### src/rtl/io_pkg.sv
`default_nettype none
// +----------------------------------------------------------------------+
// | Module  : io_pkg                                                     |
// | Brief   : Shared encodings for the bit16 I/O port peripherals.       |
// | Revision: 1.0 - initial release                                      |
// +----------------------------------------------------------------------+
package io_pkg;

    typedef enum logic [1:0] {
        S_IDLE  = 2'd0,
        S_START = 2'd1,
        S_DATA  = 2'd2,
        S_STOP  = 2'd3
    } state_t;

    localparam int ST_BUSY  = 15;
    localparam int ST_FULL  = 14;
    localparam int ST_EMPTY = 13;
    localparam int ST_OVF   = 12;

    // Data-memory address the core stores to / loads from for this port.
    localparam logic [15:0] IO_ADDR = 16'hFFFF;

    function automatic logic [15:0] pack_status(input logic        busy,
                                                input logic        full,
                                                input logic        empty,
                                                input logic        ovf,
                                                input logic [11:0] level);
        logic [15:0] s;
        s           = {4'd0, level};
        s[ST_BUSY]  = busy;
        s[ST_FULL]  = full;
        s[ST_EMPTY] = empty;
        s[ST_OVF]   = ovf;
        return s;
    endfunction

endpackage
`default_nettype wire

### src/rtl/io_uart_tx_if.sv
`default_nettype none
// +----------------------------------------------------------------------+
// | Module  : io_uart_tx_if                                              |
// | Brief   : Core-side write/status bundle of the UART transmitter.     |
// | Revision: 1.0 - initial release                                      |
// +----------------------------------------------------------------------+
interface io_uart_tx_if #(
    parameter int FIFO_DEPTH = 8
);
    localparam int c_LW = $clog2(FIFO_DEPTH) + 1;

    logic            wr_en;
    logic [15:0]     wr_data;
    logic            tx;
    logic            busy;
    logic            full;
    logic            empty;
    logic [c_LW-1:0] level;
    logic            ovf;
    logic [15:0]     status;

    modport master (
        output wr_en, wr_data,
        input  tx, busy, full, empty, level, ovf, status
    );

    modport slave (
        input  wr_en, wr_data,
        output tx, busy, full, empty, level, ovf, status
    );
endinterface
`default_nettype wire

### src/rtl/sync_fifo.sv
`default_nettype none
// +----------------------------------------------------------------------+
// | Module  : sync_fifo                                                  |
// | Brief   : Single-clock fall-through FIFO, power-of-2 depth.          |
// | Revision: 1.0 - initial release                                      |
// +----------------------------------------------------------------------+
module sync_fifo #(
    parameter int WIDTH = 16,
    parameter int DEPTH = 8
) (
    input  wire logic                       clk,
    input  wire logic                       rst,
    input  wire logic                       push,
    input  wire logic                       pop,
    input  wire logic [WIDTH-1:0]           din,
    output logic      [WIDTH-1:0]           dout,
    output logic                            full,
    output logic                            empty,
    output logic      [$clog2(DEPTH):0]     level
);
    localparam int c_AW = $clog2(DEPTH);

    logic [WIDTH-1:0] r_mem [DEPTH];
    logic [c_AW:0]    r_wr_ptr;
    logic [c_AW:0]    r_rd_ptr;
    logic             w_push_ok;
    logic             w_pop_ok;

    // Extra pointer MSB tells a full FIFO from an empty one when indices match.
    assign full  = (r_wr_ptr[c_AW] != r_rd_ptr[c_AW]) &&
                   (r_wr_ptr[c_AW-1:0] == r_rd_ptr[c_AW-1:0]);
    assign empty = (r_wr_ptr == r_rd_ptr);
    assign level = r_wr_ptr - r_rd_ptr;
    assign dout  = r_mem[r_rd_ptr[c_AW-1:0]];

    assign w_push_ok = push && !full;
    assign w_pop_ok  = pop && !empty;

    always_ff @(posedge clk or posedge rst) begin
        if (rst) begin
            r_wr_ptr <= '0;
            r_rd_ptr <= '0;
        end else begin
            if (w_push_ok) r_wr_ptr <= r_wr_ptr + 1'b1;
            if (w_pop_ok)  r_rd_ptr <= r_rd_ptr + 1'b1;
        end
    end

    always_ff @(posedge clk) begin
        if (w_push_ok) r_mem[r_wr_ptr[c_AW-1:0]] <= din;
    end
endmodule
`default_nettype wire

### src/rtl/io_uart_tx.sv
`default_nettype none
// +----------------------------------------------------------------------+
// | Module  : io_uart_tx                                                 |
// | Brief   : Buffered 16-bit word to two 8N1 frames (low byte first).   |
// | Revision: 1.0 - initial release                                      |
// +----------------------------------------------------------------------+
module io_uart_tx
    import io_pkg::*;
#(
    parameter int CLKS_PER_BIT = 16,
    parameter int FIFO_DEPTH   = 8
) (
    input  wire logic    clk,
    input  wire logic    rst,
    io_uart_tx_if.slave  bus
);
    localparam int              c_LW       = $clog2(FIFO_DEPTH) + 1;
    localparam int              c_CW       = $clog2(CLKS_PER_BIT);
    localparam logic [c_CW-1:0] c_CNT_LAST = c_CW'(CLKS_PER_BIT - 1);

    state_t          r_state, w_state_nxt;
    logic [c_CW-1:0] r_cnt, w_cnt_nxt;
    logic [2:0]      r_idx, w_idx_nxt;
    logic [15:0]     r_hold, w_hold_nxt;
    logic            r_sel, w_sel_nxt;
    logic            r_tx, w_tx_nxt;
    logic            r_ovf;
    logic            w_pop;
    logic            w_cnt_last;
    logic [7:0]      w_byte_nxt;
    logic [15:0]     w_fifo_dout;
    logic            w_full;
    logic            w_empty;
    logic [c_LW-1:0] w_level;
    logic            w_busy;

    sync_fifo #(
        .WIDTH (16),
        .DEPTH (FIFO_DEPTH)
    ) u_fifo (
        .clk   (clk),
        .rst   (rst),
        .push  (bus.wr_en),
        .pop   (w_pop),
        .din   (bus.wr_data),
        .dout  (w_fifo_dout),
        .full  (w_full),
        .empty (w_empty),
        .level (w_level)
    );

    assign w_cnt_last = (r_cnt == c_CNT_LAST);

    always_comb begin
        w_state_nxt = r_state;
        w_cnt_nxt   = r_cnt;
        w_idx_nxt   = r_idx;
        w_hold_nxt  = r_hold;
        w_sel_nxt   = r_sel;
        w_pop       = 1'b0;
        case (r_state)
            S_IDLE: begin
                if (!w_empty) begin
                    w_pop       = 1'b1;
                    w_hold_nxt  = w_fifo_dout;
                    w_sel_nxt   = 1'b0;
                    w_cnt_nxt   = '0;
                    w_state_nxt = S_START;
                end
            end
            S_START: begin
                w_cnt_nxt = r_cnt + 1'b1;
                if (w_cnt_last) begin
                    w_cnt_nxt   = '0;
                    w_idx_nxt   = 3'd0;
                    w_state_nxt = S_DATA;
                end
            end
            S_DATA: begin
                w_cnt_nxt = r_cnt + 1'b1;
                if (w_cnt_last) begin
                    w_cnt_nxt = '0;
                    if (r_idx == 3'd7) w_state_nxt = S_STOP;
                    else               w_idx_nxt   = r_idx + 3'd1;
                end
            end
            S_STOP: begin
                w_cnt_nxt = r_cnt + 1'b1;
                if (w_cnt_last) begin
                    w_cnt_nxt = '0;
                    if (!r_sel) begin
                        w_sel_nxt   = 1'b1;
                        w_state_nxt = S_START;
                    end else begin
                        w_state_nxt = S_IDLE;
                    end
                end
            end
            default: w_state_nxt = S_IDLE;
        endcase
    end

    // The line level is decoded from next-state so tx can be a plain flop.
    always_comb begin
        w_byte_nxt = w_sel_nxt ? w_hold_nxt[15:8] : w_hold_nxt[7:0];
        case (w_state_nxt)
            S_START: w_tx_nxt = 1'b0;
            S_DATA:  w_tx_nxt = w_byte_nxt[w_idx_nxt];
            default: w_tx_nxt = 1'b1;
        endcase
    end

    always_ff @(posedge clk or posedge rst) begin
        if (rst) begin
            r_state <= S_IDLE;
            r_cnt   <= '0;
            r_idx   <= 3'd0;
            r_hold  <= 16'd0;
            r_sel   <= 1'b0;
            r_tx    <= 1'b1;
            r_ovf   <= 1'b0;
        end else begin
            r_state <= w_state_nxt;
            r_cnt   <= w_cnt_nxt;
            r_idx   <= w_idx_nxt;
            r_hold  <= w_hold_nxt;
            r_sel   <= w_sel_nxt;
            r_tx    <= w_tx_nxt;
            if (bus.wr_en && w_full) r_ovf <= 1'b1;
        end
    end

    assign w_busy     = (r_state != S_IDLE);
    assign bus.tx     = r_tx;
    assign bus.busy   = w_busy;
    assign bus.full   = w_full;
    assign bus.empty  = w_empty;
    assign bus.level  = w_level;
    assign bus.ovf    = r_ovf;
    assign bus.status = pack_status(w_busy, w_full, w_empty, r_ovf, 12'(w_level));
endmodule
`default_nettype wire
### src/flat_wrapper.sv
// flat-port wrapper written by rule: the top's interface ports become plain ports
module io_uart_tx_flat import io_pkg::*;
#(
    parameter int CLKS_PER_BIT = 16,
    parameter int FIFO_DEPTH   = 8
)
  (clk, rst, bus_wr_en, bus_wr_data, bus_tx, bus_busy, bus_full, bus_empty, bus_level, bus_ovf, bus_status);
  io_uart_tx_if #(.FIFO_DEPTH(FIFO_DEPTH)) bus_i ();
  input  wire logic clk;
  input  wire logic rst;
  input wire logic [$bits(bus_i.wr_en)-1:0] bus_wr_en;
  input wire logic [$bits(bus_i.wr_data)-1:0] bus_wr_data;
  output wire logic [$bits(bus_i.tx)-1:0] bus_tx;
  output wire logic [$bits(bus_i.busy)-1:0] bus_busy;
  output wire logic [$bits(bus_i.full)-1:0] bus_full;
  output wire logic [$bits(bus_i.empty)-1:0] bus_empty;
  output wire logic [$bits(bus_i.level)-1:0] bus_level;
  output wire logic [$bits(bus_i.ovf)-1:0] bus_ovf;
  output wire logic [$bits(bus_i.status)-1:0] bus_status;
  assign bus_i.wr_en = bus_wr_en;
  assign bus_i.wr_data = bus_wr_data;
  assign bus_tx = bus_i.tx;
  assign bus_busy = bus_i.busy;
  assign bus_full = bus_i.full;
  assign bus_empty = bus_i.empty;
  assign bus_level = bus_i.level;
  assign bus_ovf = bus_i.ovf;
  assign bus_status = bus_i.status;
  io_uart_tx #(.CLKS_PER_BIT(CLKS_PER_BIT), .FIFO_DEPTH(FIFO_DEPTH)) u_core (.clk(clk), .rst(rst), .bus(bus_i));
endmodule
### config.mk
export PLATFORM = sky130hd
export DESIGN_NAME = io_uart_tx_flat
export DESIGN_NICKNAME = d
export VERILOG_FILES = /design/src/rtl/io_pkg.sv /design/src/rtl/io_uart_tx_if.sv /design/src/rtl/sync_fifo.sv /design/src/rtl/io_uart_tx.sv /design/src/flat_wrapper.sv
export SDC_FILE = /design/constraint.sdc
export NUM_CORES = 1
export LEC_CHECK = 0
export ABC_AREA = 1
export CAP_MARGIN = 30
export CORE_MARGIN = 8
export CORE_UTILIZATION = 56
export DETAILED_ROUTE_END_ITERATION = 10
export GPL_TIMING_DRIVEN = 0
export PLACE_DENSITY = 0.76
export RECOVER_POWER = 50
export SYNTH_ARGS = -nofsm -noshare
export SYNTH_HDL_FRONTEND = slang
export SYNTH_SLANG_ARGS = --single-unit
### constraint.sdc
create_clock -name clk -period 5.67 [get_ports clk]
set_input_delay 1.134 -clock clk [delete_from_list [all_inputs] [get_ports clk]]
set_output_delay 1.134 -clock clk [all_outputs]
set_load 0.05 [all_outputs]
==> reports/results.md, run 1 <==
| Metric | Reported |
|---|---|
| Result of the run | completed |
| Worst Path Max Fanout | 10 |
| Global Route Usage Sum | 21.0% |
| CP Data Arrival Time | 3.60 ns |
| Top logic cells by instance count in the layout | 199 x nand2_1, 128 x edfxtp_1, 84 x nand3_1, 62 x nor2_1, 59 x inv_1 |
| Core region area | 13100 µm² |
| Post-Syn Area | 7440 µm² |
| Count of cells along the worst hold path | 2 |
| Length of routed met2 wiring | 9110 µm |
| Global-route wire length before repair | 28100 µm |
| Post-synth top area cell | edfxtp_1 |
| Average size of a mapped cell | 10.4 µm² |
| Tool warnings | 30 |
| Number of pins exceeding their max-slew limit in the final report | 0 |
| 1st-iter DRT viols | 627 |
| Design area | 8770 µm² |
| Power density cells | 398 nW/µm² |
| Detail-routed net length per standard cell | 18.3 µm |
| Total number of clock tree sinks | 164 |
| Worst hold path class | flip-flop to flip-flop |
| Destination of the critical timing path | bus_status[14] |
| Chip area | 17200 µm² |
| Antenna-violating nets left | 0 |
| CTS root buf | clkbuf_16 |
| TritonCTS buffer count | 17 |
| Data required time at the worst endpoint | 4.54 ns |
| Setup TNS after final layout | 0 ns |
| Start point of the critical path | u_core.u_fifo.r_rd_ptr[2] |
| Cell type taking the most area | sequential cells |
| Setup repair after global routing missed its margin | false |
| Comb/total area | 24.9% |
| Count of boundary I/O pins | 44 |
| Sequential group share of total power | 42.9% |
| Count of different cell masters after synthesis | 40 |
| Launching point of the worst reg2reg path | u_core.u_fifo.r_rd_ptr[2] |
| Maximum number of pins on one net before global-route repair | 23 |
| Latency at later pin | 0.43 ns |
| Hold worst-path end | u_core.r_hold[13] |
| Combinational gates | 450 |
| Area share of buffers outside the clock network | 8.69% |
| Biggest area contributors in the synthesized netlist | edfxtp_1 52%, dfrtp_1 12%, nand2_1 10% |
| DR WL met3 | 1620 µm |
| Antenna fix cells | 0 |
| Drt via density | 5.51 |
| Main logic family | simple AND/OR/NAND/NOR gates |
| First-pass iteration count of the detailed router | 6 |
| Switching part of the total | 29.9% |
| Synthesis-stage register bit count | 164 |
| Initial Util | 56.8% |
| Floorplan die width | 131 µm |
| Normalized max-slew margin | 44.8% |
| Number of flops mapped to enable cells by yosys | 128 |
| Vias in the first global route | 5420 |
| Clock network power share | 34.3% |
| GR met2 Demand/Resource | 35.6% |
| GPL Wtd Cong | 0.843 |
| Part of the cycle the worst path needs | 83.5% |
| Final Hold Viols | 0 |
| Layout clock buffers | 17 |
| H-tree depth | 4 |
| Post-Synthesis Cells | 714 |
| FF-to-FF End | u_core.bus.tx |
| # Max-Cap Violations | 0 |
| Area after detailed placement | 8190 µm² |
| Number of non-clock inverters in the layout | 64 |
| Final-report setup violation count | 0 |
| Flip-flop count of the largest register, all copies and words added | 128 |
| Part of the total power dissipated in combinational logic | 22.8% |
| Max clock buf depth | 2 |
| Standby leakage power | 0.00364 µW |
| Worst IR Drop VDD | 0.000304 V |
| Clk. pwr | 1200 µW |
| Grt ovf | 0 |
| Input/output buffers | 35 |
| Layout overhead on the synthesized area | 17.9% |
| Met1 capacity usage during global routing | 24.9% |
| FFs & Latches | 164 |
| Path depth of the worst reg2reg path | 15 |
| Nets@finish | 816 |
| Number of setup buffers added after CTS | 0 |
| Register-to-register setup slack | 2.01 ns |
| Endpoint class of the critical path | output port |
| Yosys stat cell total | 714 |
| Detailed placer's ending HPWL | 12100 µm |
| Layer with the highest usage | met2 |
| Classification of the worst setup path | flip-flop to output port |
| Quantity of hold-fixing buffers added after cts | 0 |
| Post-CTS Resized | 0 |
| Most common logic cell in the routed design | nand2_1 |
| Number of antenna violations at the first check in global routing | 0 |
| Area fraction in compound gates | 3.80% |
| Worst Min Path Start | u_core.r_hold[13] |
| Async set-reset flop share out of synthesis | 22.0% |
| Chip area from the yosys synthesis statistics | 7440 µm² |
| Number of design rule violations left after detail routing | 0 |
| Vert. Die Dim | 131 µm |
| Clock slew seen by the registers of the worst setup and hold paths | 0.06 ns |
| Worst Max-Slew Pin Slew | 0.827 ns |
| Synth top area share | 51.7% |
| Area fraction of clock buffers and clock inverters | 6.99% |
| Setup Skew | 0.00919 ns |
| Standard-cell row count | 42 |
| Xor/xnor share | 0.942% |
| Peak Freq | 211 MHz |
| Yosys top cell by instances | nand2_1 |
| Heaviest power group | registers |
| Cell internal pwr | 2440 µW |
| Time the worst path needs with I/O delays and setup | 4.73 ns |
| Post-synthesis adder-cell area fraction | 2.29% |
| Combinational gate power | 793 µW |
| CTS tree | done |
| Multiplexer share of the synthesized area | 0% |
| Share of cells above drive strength 1 | 13.3% |
| Yosys warnings | 0 |
| Commonest cells in the synthesized netlist | 199 x nand2_1, 128 x edfxtp_1, 83 x nand3_1 |
| Simple-Gate Area Share | 21.9% |
| Highest metal layer with signal wires | met4 |
| Fillers | 920 |
| Switching pwr | 1040 µW |
| Leading register cell type out of synthesis | edfxtp_1 |
| Sequential cell area fraction in the yosys report | 63.8% |
| Kind of start point of the critical path | flip-flop |
| Total routed wire length on the met1 layer | 6700 µm |
| Tapcell Cnt | 176 |
| Non-clock buffer count in the final layout | 87 |
| Logic area | 2180 µm² |
[run 1: per-stage QoR]
step | power, µW | setup WS (ns) | utilization [%] | hold slack [ns] | instances
2_1_floorplan | 2030 | 1.98 | - | 0.444 | 721
3_3_place_gp | 2260 | 1.57 | 61.4 | 0.458 | 932
3_5_place_dp | 2320 | 1.59 | 62.6 | 0.461 | 941
4_1_cts | 3490 | 1.12 | 67.3 | 0.478 | 973
5_1_grt | 3590 | 0.812 | 67.0 | 0.499 | 973
6_report | 3490 | 0.936 | 67.0 | 0.478 | 973
[run 1: critical path, cell delays in order, from the launching register on]
cell	delay, ns
dfrtp_1	0.32
buf_4	0.18
clkinv_1	0.34
clkbuf_1	0.43
ha_1	0.48
inv_1	0.12
nor2_8	0.14
inv_1	0.06
nor2_1	0.17
buf_4	0.14
clkdlybuf4s50_1	0.79
### Sequential cells grouped by signal name, run 1

Other sequential cells in the stronger grey, the rest of the logic in the fainter grey.
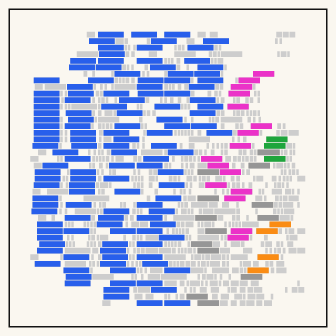
legend:
  orange:
    signal: `u_core.r_cnt`
    placed_flops: 4
    where: bottom right
  magenta:
    signal: `u_core.r_hold`
    placed_flops: 16
  blue:
    signal: `u_core.u_fifo.r_mem`
    placed_flops: 128
  green:
    signal: `u_core.r_idx`
    placed_flops: 3
Core Util, Final: 67.0%
Sequential Power: 1500 µW
fraction of standard cell area that is sequential: 54.1%
sequential standard cell area: 4750 µm²

### Wiring heat map, run 1

26 x 26 tiles, from black (low) to pale yellow (high), scaled to the fullest tile. Values are wire area over tile area, all layers added.
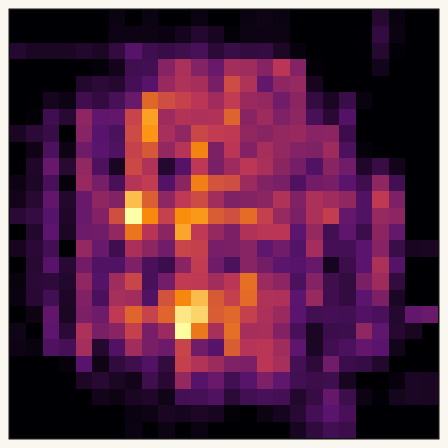
nearly empty tiles: 25%
mean over tiles: 0.17
tiles over half the peak: 10%
emptiest ninth of the die: top right

### Metal 3, run 1

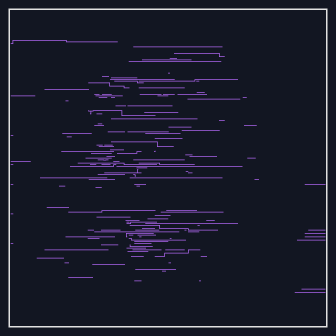
longest straight run: 52.0 µm
main direction: horizontal
met3 Use GR: 4.57%
total wirelength of the detailed-routed design: 17800 µm
vias after detailed routing: 5357

### Nets reached from selected ports, run 1

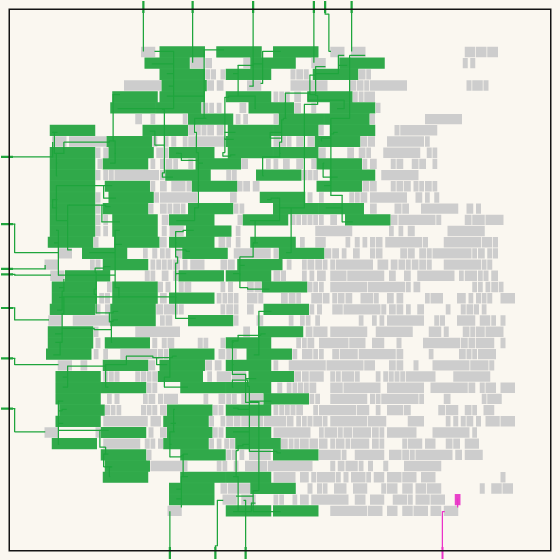

--- run 2 (diff from run 1) ---
Settings changed: CORE_UTILIZATION 56 to 54.
Clock period 5.67 ns to 4.25 ns, I/O delays scaled along.
### Nets reached from selected ports, run 2

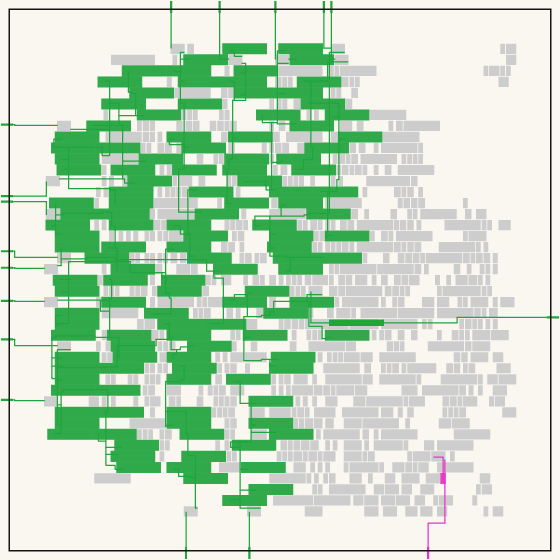
legend:
  green:
    port: `bus_wr_data`
    bits: 16
    direction: input
    end_cells: 128
    wire: 1400 µm
  magenta:
    port: `rst`
    bits: 1
    direction: input
    end_cells: 1
    wire: 34.5 µm

==> reports/results.md, run 2 <==
| Metric | Reported | Delta |
|---|---|---|
| Worst Path Max Fanout | 10 | unchanged |
| First-pass iteration count of the detailed router | 5 | -1 |
| Number of setup buffers added after CTS | 0 | unchanged |
| Vias in the first global route | 5540 | +2.2% |
| Final Hold Viols | 0 | unchanged |
| Top logic cells by instance count in the layout | 199 x nand2_1, 128 x edfxtp_1, 84 x nand3_1, 62 x nor2_1, 58 x inv_1 |  |
| Fillers | 1048 | +14% |
| Number of standard cells in the final layout excluding fillers | 976 | +0.31% |
| Critical path buffers and inverters | 6 | -1 |
| Flip-flop count of the largest register, all copies and words added | 128 | unchanged |
| Initial Util | 54.4% | -2.4 points |
| Sequential cell area fraction in the yosys report | 63.8% | unchanged |
| Result of the run | completed |  |
| DR WL met3 | 1660 µm | +2.0% |
| Number of antenna violations at the first check in global routing | 1 | +1 |
| Worst Min Path Start | u_core.r_hold[14] |  |
| Setup repair after global routing missed its margin | false |  |
| Non-clock buffer count in the final layout | 87 | unchanged |
| Met3 Use GR | 5.84% | +1.3 points |
| Worst slack, placed | 0.455 ns | -1.14 ns |
| Hold_ws | 0.483 ns | +0.00521 ns |
| Average size of a mapped cell | 10.4 µm² | unchanged |
| Chip area from the yosys synthesis statistics | 7440 µm² | unchanged |
| Clock slew seen by the registers of the worst setup and hold paths | 0.06 ns | about the same |
| Series of cell instances along the critical path | buf_4 -> clkinv_1 -> buf_2 -> ha_1 -> inv_2 -> nor2_8 -> nand2_4 -> inv_1 -> clkdlybuf4s50_1 |  |
| Clock network power share | 35.2% | +0.9 points |
| Post-CTS Resized | 2 | +2 |
| Main logic family | simple AND/OR/NAND/NOR gates |  |
| CTS root buf | clkbuf_16 |  |
| Latency at later pin | 0.43 ns | about the same |
| Post-synth top area cell | edfxtp_1 |  |
| Number of non-clock inverters in the layout | 64 | unchanged |
| Quantity of hold-fixing buffers added after cts | 0 | unchanged |
| Kind of start point of the critical path | flip-flop |  |
| Yosys top cell by instances | nand2_1 |  |
| Antenna-violating nets left | 0 | unchanged |
| Count of boundary I/O pins | 44 | unchanged |
| Sequential group share of total power | 42.6% | -0.3 points |
| Max clock buf depth | 2 | unchanged |
| Area after detailed placement | 8210 µm² | +0.28% |
| Start point of the critical path | u_core.u_fifo.r_rd_ptr[2] |  |
| Post-Syn Area | 7440 µm² | unchanged |
| Detail-routed net length per standard cell | 18.7 µm | +2.1% |
| Antenna fix cells | 0 | unchanged |
| Yosys stat cell total | 714 | unchanged |
| Launching point of the worst reg2reg path | u_core.u_fifo.r_rd_ptr[2] |  |
| Layer with the highest usage | met2 |  |
| GPL Wtd Cong | 0.841 | -0.21% |
| 1st-iter DRT viols | 628 | +0.16% |
| Post-synthesis adder-cell area fraction | 2.29% | unchanged |
| Global Route Usage Sum | 21.6% | +0.55 points |
| Normalized max-slew margin | 15.5% | -29 points |
| Cell internal pwr | 3310 µW | +35% |
| Switching pwr | 1380 µW | +32% |
| Simple-Gate Area Share | 21.9% | unchanged |
| Inst Count DP | 945 | +0.43% |
| Most common logic cell in the routed design | nand2_1 |  |
| Fraction of standard cell area that is sequential | 53.9% | -0.25 points |
| Sequential standard cell area | 4750 µm² | unchanged |
| Synthesis-stage register bit count | 164 | unchanged |
| Met1 capacity usage during global routing | 24.8% | -0.041 points |
| Global-route wire length before repair | 29300 µm | +4.3% |
| CP max stage delay | 0.80 ns | about the same |
| Layout overhead on the synthesized area | 18.4% |  |
| Total power after layout | 4690 µW | +34% |
| Area fraction in compound gates | 3.80% | unchanged |
| Post-Synthesis Cells | 714 | unchanged |
| Detailed placer's ending HPWL | 12200 µm | +1.2% |
| Highest-delay cell along the critical path | clkdlybuf4s50_1 |  |
| Nets@finish | 816 | unchanged |
| Drt via density | 5.58 | +1.3% |
| Layout clock buffers | 18 | +1 |
[run 2: cell counts after synthesis]
No cell type changed its count.
[run 2: final timing paths]
| check | to | slack (ns) | depth (start not counted) |
|---|---|---|---|
| min in group asynchronous | u_core.r_cnt[2] | 0.91 | 2 |
| worst min register to register | u_core.r_hold[14] | 0.48 | 2 |
| worst max-delay path | bus_empty | 0.22 | 9 |
| max in group asynchronous | u_core.r_hold[9] | 1.78 | 3 |
| worst max register to register | u_core.bus.tx | 0.85 | 15 |
| worst min-delay path | u_core.r_hold[14] | 0.48 | 2 |
[run 2: power groups by stage]
stage	clock network (µW)	logic, µW	registers [µW]
3_3_place_gp	0	988	2030
2_1_floorplan	0	686	2030
4_1_cts	1660	1060	2000
5_1_grt	1720	1100	2010
3_5_place_dp	0	1070	2030
6_report	1650	1040	2000
Power is estimated from default activity; no workload was simulated.
